Fig. 1: where the registers sit
Other sequential cells in the stronger grey, the rest of the logic in the fainter grey.
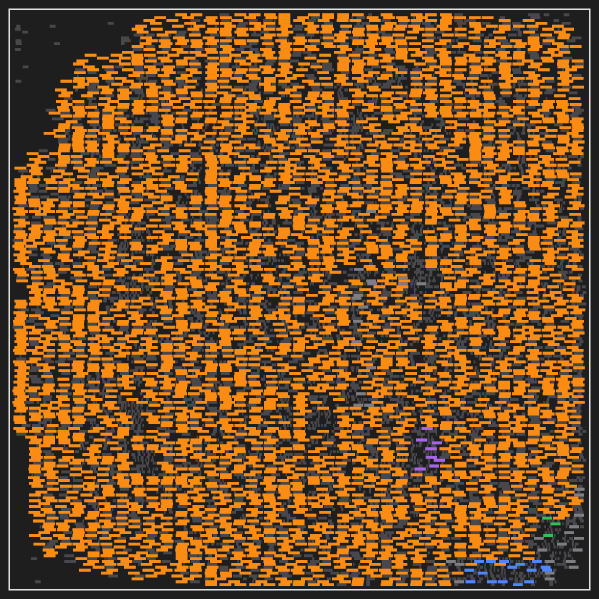
Fig. 2: clock wiring as the flow saved it
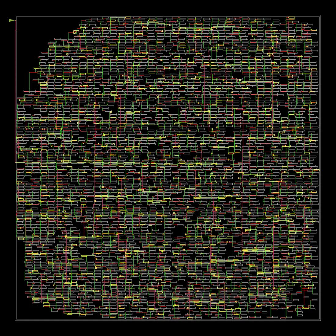
Fig. 3: met4 routing
Supply wires on this layer in grey.
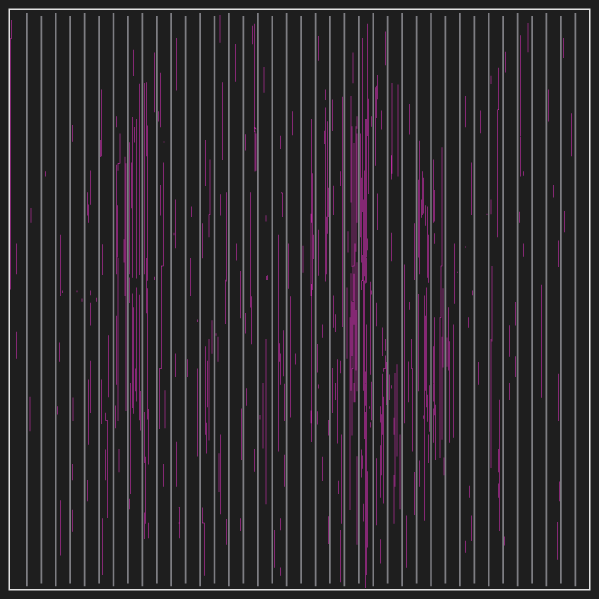
Fig. 4: clock distribution
The bar under the picture is 200 µm long.
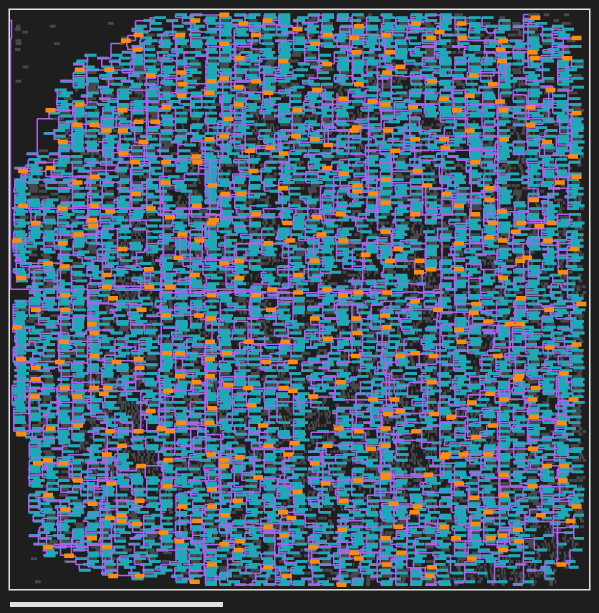
File: src/rtl/bitty_fetch_unit.sv
// Purpose : instruction supply for the Bitty core; owns program memory, steps pc, run/done handshake.
// Latency : 3 cycles minimum per instruction (FETCH, ISSUE, WAIT with done in the first WAIT cycle).
// Backpressure: holds the instruction in WAIT until the core returns done or the watchdog expires.
//
// Ports:
//   clk, reset               - clock, async active-high reset
//   start / stop             - begin at address 0 (IDLE/HALT only) / halt after the current instruction
//   end_addr                 - last instruction address, sampled on an accepted start
//   mem_we/mem_waddr/mem_wdata - program load port, writes dropped while busy
//   done                     - one-cycle completion pulse from the core
//   instruction, run         - word presented to the core and its one-cycle launch pulse
//   pc, busy, halted         - fetch address and state flags
//   timeout_err, instr_count - sticky watchdog error and saturating completion counter
module bitty_fetch_unit #(
    parameter int ADDR_W  = 8,
    parameter int TIMEOUT = 255
) (
    input  logic              clk,
    input  logic              reset,
    input  logic              start,
    input  logic              stop,
    input  logic [ADDR_W-1:0] end_addr,
    input  logic              mem_we,
    input  logic [ADDR_W-1:0] mem_waddr,
    input  logic [15:0]       mem_wdata,
    input  logic              done,
    output logic [15:0]       instruction,
    output logic              run,
    output logic [ADDR_W-1:0] pc,
    output logic              busy,
    output logic              halted,
    output logic              timeout_err,
    output logic [15:0]       instr_count
);

    localparam int DEPTH = 2**ADDR_W;
    localparam int WD_W  = $clog2(TIMEOUT + 1);

    typedef enum logic [2:0] {
        S_IDLE,
        S_FETCH,
        S_ISSUE,
        S_WAIT,
        S_HALT
    } state_t;

    state_t            r_state;
    state_t            w_next;
    logic [15:0]       r_mem [DEPTH];
    logic [ADDR_W-1:0] r_pc;
    logic [ADDR_W-1:0] r_end;
    logic [15:0]       r_instr;
    logic [WD_W-1:0]   r_wdog;
    logic              r_stop_req;
    logic              r_terr;
    logic [15:0]       r_count;

    logic w_busy;
    logic w_start_ok;
    logic w_done_ok;
    logic w_expire;
    logic w_finish;

    assign w_busy     = (r_state == S_FETCH) || (r_state == S_ISSUE) || (r_state == S_WAIT);
    assign w_start_ok = start && ((r_state == S_IDLE) || (r_state == S_HALT));
    assign w_done_ok  = (r_state == S_WAIT) && done;
    // done arriving on the expiry cycle wins: expiry only counts when done is absent.
    assign w_expire   = (r_state == S_WAIT) && !done && (r_wdog == WD_W'(TIMEOUT - 1));
    // A stop presented in the same cycle as done is honoured along with the latched request.
    assign w_finish   = w_done_ok && ((r_pc == r_end) || r_stop_req || stop);

    // Next-state logic
    always_comb begin
        w_next = r_state;
        case (r_state)
            S_IDLE:  if (start) w_next = S_FETCH;
            S_FETCH: w_next = S_ISSUE;
            S_ISSUE: w_next = S_WAIT;
            S_WAIT: begin
                if (w_done_ok)     w_next = w_finish ? S_HALT : S_FETCH;
                else if (w_expire) w_next = S_HALT;
            end
            S_HALT:  if (start) w_next = S_FETCH;
            default: w_next = S_IDLE;
        endcase
    end

    always_ff @(posedge clk or posedge reset) begin
        if (reset) r_state <= S_IDLE;
        else       r_state <= w_next;
    end

    // Program memory: no reset so a reset mid-program keeps the loaded image.
    always_ff @(posedge clk) begin
        if (mem_we && !w_busy) r_mem[mem_waddr] <= mem_wdata;
    end

    always_ff @(posedge clk or posedge reset) begin
        if (reset) begin
            r_pc       <= '0;
            r_end      <= '0;
            r_instr    <= '0;
            r_wdog     <= '0;
            r_stop_req <= 1'b0;
            r_terr     <= 1'b0;
            r_count    <= '0;
        end else if (w_start_ok) begin
            // start beats a simultaneous stop: the request is cleared, not set.
            r_pc       <= '0;
            r_end      <= end_addr;
            r_count    <= '0;
            r_terr     <= 1'b0;
            r_stop_req <= 1'b0;
        end else begin
            if (w_busy && stop) r_stop_req <= 1'b1;
            case (r_state)
                S_FETCH: r_instr <= r_mem[r_pc];
                S_ISSUE: r_wdog  <= '0;
                S_WAIT: begin
                    if (w_done_ok) begin
                        if (r_count != 16'hFFFF) r_count <= r_count + 16'd1;
                        if (!w_finish) r_pc <= r_pc + ADDR_W'(1);
                    end else if (w_expire) begin
                        r_terr <= 1'b1;
                    end else begin
                        r_wdog <= r_wdog + WD_W'(1);
                    end
                end
                default: ;
            endcase
        end
    end

    // Moore outputs
    always_comb begin
        run         = (r_state == S_ISSUE);
        busy        = w_busy;
        halted      = (r_state == S_HALT);
        instruction = r_instr;
        pc          = r_pc;
        timeout_err = r_terr;
        instr_count = r_count;
    end

endmodule

File: config.mk
export PLATFORM = sky130hd
export DESIGN_NAME = bitty_fetch_unit
export DESIGN_NICKNAME = d
export VERILOG_FILES = /design/src/rtl/bitty_fetch_unit.sv
export SDC_FILE = /design/constraint.sdc
export NUM_CORES = 2
export LEC_CHECK = 0
export CELL_PAD_IN_SITES_DETAIL_PLACEMENT = 1
export CELL_PAD_IN_SITES_GLOBAL_PLACEMENT = 2
export CORE_MARGIN = 2
export CORE_UTILIZATION = 55
export CTS_BUF_LIST = sky130_fd_sc_hd__clkbuf_16
export DETAILED_ROUTE_END_ITERATION = 8
export PLACE_DENSITY_LB_ADDON = 0.1
export SETUP_SLACK_MARGIN = 0.1
export SLEW_MARGIN = 15
export SYNTH_ARGS = -nofsm -noshare
export SYNTH_HDL_FRONTEND = slang
export SYNTH_SLANG_ARGS = --single-unit
File: constraint.sdc
create_clock -name clk -period 7.1 [get_ports clk]
set_clock_uncertainty 0.15 [all_clocks]
set_input_delay 0.71 -clock clk [delete_from_list [all_inputs] [get_ports clk]]
set_output_delay 0.71 -clock clk [all_outputs]
set_load 0.01 [all_outputs]
==> impl_results.html <==
<h2>Implementation results</h2>
<table>
<tr><th>Metric</th><th>Value</th></tr>
<tr><th colspan="2">Finish</th></tr>
<tr><td>Inverters, non-clock</td><td>14</td></tr>
<tr><td>Flop share of the area</td><td>0.689</td></tr>
<tr><td>Layout Area Growth over Synthesis</td><td>12.6%</td></tr>
<tr><td>Proportion of layout cells with a drive suffix above 1</td><td>0.257</td></tr>
<tr><td>Proportion of cell area occupied by multi-input gates</td><td>0.187</td></tr>
<tr><td>Non-clock buffer instance count of the final layout</td><td>around 440</td></tr>
<tr><td>Buffering overhead</td><td>0.0225</td></tr>
<tr><td>Top cells excl fill/tap</td><td>4096 x edfxtp_1, 956 x mux4_2, 422 x clkbuf_16, 412 x mux2i_1, 325 x buf_4</td></tr>
<tr><th colspan="2">Die</th></tr>
<tr><td>Tap cell instance count</td><td>approximately 4000</td></tr>
<tr><td>Vertical extent of the die</td><td>roughly 540 µm</td></tr>
<tr><td>Effective utilization at floorplan</td><td>0.552</td></tr>
<tr><td>IO Count</td><td>slightly above 80</td></tr>
<tr><td>Die W</td><td>around 540 µm</td></tr>
<tr><td>Std-Cell Core Area</td><td>291000 µm²</td></tr>
<tr><th colspan="2">Synthesis</th></tr>
<tr><td>Number of storage elements in the synthesis netlist</td><td>between 4000 and 5000</td></tr>
<tr><td>Simple-gate share of the synthesized area</td><td>0.0176</td></tr>
<tr><td>Biggest combinational cell group after synthesis</td><td>multiplexers</td></tr>
<tr><td>EDFF count, synth</td><td>around 4100</td></tr>
<tr><td>Mux share</td><td>0.162</td></tr>
<tr><td>Count of warnings emitted by yosys</td><td>0</td></tr>
<tr><td>Share of async-settable or async-resettable flops after synthesis</td><td>0.0147</td></tr>
<tr><td>Post-synth area from yosys stat</td><td>approximately 160000 µm²</td></tr>
<tr><th colspan="2">Clock network</th></tr>
<tr><td>Setup repair bufs after CTS</td><td>0</td></tr>
<tr><td>Number of buffers on the longest clock path</td><td>4</td></tr>
<tr><td>Number of H-tree levels</td><td>5</td></tr>
<tr><th colspan="2">Pwr</th></tr>
<tr><td>Fraction of power spent switching nets</td><td>0.254</td></tr>
<tr><td>Combinational Power Share</td><td>0.160</td></tr>
<tr><td>Internal power contribution</td><td>approximately 43 mW</td></tr>
<tr><td>PD cells</td><td>between 300 and 400 nW/µm²</td></tr>
<tr><th colspan="2">Detailed routing</th></tr>
<tr><td>Iteration tally of the first detailed-router pass</td><td>6</td></tr>
<tr><th colspan="2">Critical path</th></tr>
<tr><td>Largest fanout on the critical path</td><td>between 90 and 100</td></tr>
<tr><td>Critical Path RT</td><td>around 7.8 ns</td></tr>
<tr><td>Slowest cell on the critical path</td><td>dfrtp_4</td></tr>
<tr><td>Critical Setup Path Class</td><td>flop to flop</td></tr>
<tr><td>Setup slack on the worst flop-to-flop path</td><td>about 1.7 ns</td></tr>
<tr><td>CP Launch Point</td><td>pc[0]$_DFFE_PP0P_</td></tr>
<tr><th colspan="2">Global route</th></tr>
<tr><td>Via count of the first global-routing pass</td><td>82400</td></tr>
<tr><td>Maximum number of pins on one net before global-route repair</td><td>161</td></tr>
<tr><th colspan="2">STA</th></tr>
<tr><td>Count of pins over their slew limit</td><td>0</td></tr>
<tr><td>Post-layout min period</td><td>5.37 ns</td></tr>
<tr><th colspan="2">Status</th></tr>
<tr><td>Outcome</td><td>finished, final reports clean</td></tr>
</table>
About Fig. 1:
colour	signal	sequential cells
purple	pc	8
orange	r_mem	4096
green	r_state	3
blue	instr_count	16
sequential cell area in the final layout: 125000 µm²
utilization after layout: 0.622
power consumed by sequential cells: 27.3 mW

About Fig. 2:
clk_lat worst skew: 0.98 ns
number of clock sinks: 4157
Clk. pwr: 21.7 mW
count of clock-net buffers in the final layout: 422
number of CTS-inserted buffers: 419

About Fig. 3:
nets with wire on the layer	191
longest straight run	236 µm
main direction	vertical
share of all routed wire	3.7%
wire length on this layer	17900 µm
total number of vias: 81600
total wire length after detailed routing: 480000 µm

About Fig. 4:
[purple] clock wires | length: 46.6 mm
[cyan] flip-flops | count: 4157
[orange] cells driving clock nets | count: 419
flops lie	widely spread
share of total power in the clock network: 0.371

[critical path, delay by kind of cell, from the launching register on]
| family | cells | cell delay, ns |
|---|---|---|
| AOI/OAI and AO/OA | 3 | 2.00 |
| buffers and inverters | 2 | 1.19 |
| DFF | 1 | 1.07 |
| muxes | 1 | 0.57 |
| and+or+nand+nor | 2 | 0.21 |
[worst min path at each step]
stage,end,slack [ns],startpoint,cells past startpoint
after floorplan,r_wdog[1]$_DFFE_PP0P_,0.35,r_wdog[1]$_DFFE_PP0P_,2
after global placement,timeout_err$_DFFE_PP0P_,0.34,timeout_err$_DFFE_PP0P_,2
after detailed placement,instruction[15]$_DFFE_PP0P_,0.35,instruction[15]$_DFFE_PP0P_,2
after CTS,r_mem[26][1]$_DFFE_PP_,0.05,mem_wdata[1],1
after global routing,r_mem[20][13]$_DFFE_PP_,0.02,mem_wdata[13],1
final,r_mem[25][1]$_DFFE_PP_,0.04,mem_wdata[1],1
[what timing repair did]
item                                    4_1_cts  5_1_grt
endpoints found under the setup margin        0        0
hold buffers                                  2        0
hold endpoints to repair                     24        0
[Yosys cell counts (10+ instances only)]
library cell | count | area share
nand3_1 | 39 | 0.0012
o2111ai_1 | 14 | 0.00076
nor3_1 | 17 | 0.00053
a21oi_1 | 106 | 0.0033
buf_8 | 19 | 0.0018
mux2_2 | 37 | 0.0026
nand2_1 | 181 | 0.0042
o21ai_0 | 85 | 0.0026
buf_4 | 45 | 0.0021
nor2_1 | 340 | 0.0079
edfxtp_1 | 4096 | 0.77
buf_2 | 105 | 0.0033
mux4_2 | 956 | 0.13
o22ai_1 | 63 | 0.0025
buf_1 | 19 | 0.00044
nand4_1 | 12 | 0.00047
o221ai_1 | 19 | 0.0010
o211ai_1 | 30 | 0.0014
a22oi_1 | 69 | 0.0032
o21ai_1 | 10 | 0.00031
a31oi_1 | 17 | 0.00066
a221oi_1 | 85 | 0.0046
dfrtp_1 | 61 | 0.0095
clkbuf_1 | 173 | 0.0040
inv_1 | 11 | 0.00026
buf_6 | 52 | 0.0036
xnor2_1 | 14 | 0.00076
and2_1 | 11 | 0.00043
xor2_1 | 18 | 0.00098
a211oi_1 | 35 | 0.0016
nor2b_1 | 33 | 0.0013
mux2i_1 | 412 | 0.026
[metrics by stage]
stage,instances,worst slack [ns],cell area (µm²),util,hold slack [ns]
after detailed placement,11200,1.71,167000,0.575,0.349
after floorplan,7304,4.06,161000,-,0.350
after CTS,12000,1.67,181000,0.621,0.0457
final,12000,1.73,181000,0.622,0.0386
after global placement,11200,1.71,167000,0.575,0.342
after global routing,12000,1.70,181000,0.622,0.0230
[registers in the layout (all words and copies together), names as in the netlist]
signal	cells
timeout_err	1
r_state	3
r_mem	4096
instr_count	16
pc	8
r_wdog	8
r_stop_req	1
instruction	16
r_end	8
[logic make-up after synthesis]
logic type | Yosys count
flops | 4157
simple gates | 667
mux | 1405
fa+ha+maj | 4
buf+inv | 433
compound gates | 606
xor+xnor | 32
[per-layer routing]
layer | vias up | track usage
li1 | 31700 | -
met1 | 44100 | 0.477
met2 | 4876 | 0.489
met3 | 810 | 0.0803
met4 | 32 | 0.110
met5 | - | 0
Power and IR drop assume default switching activity.
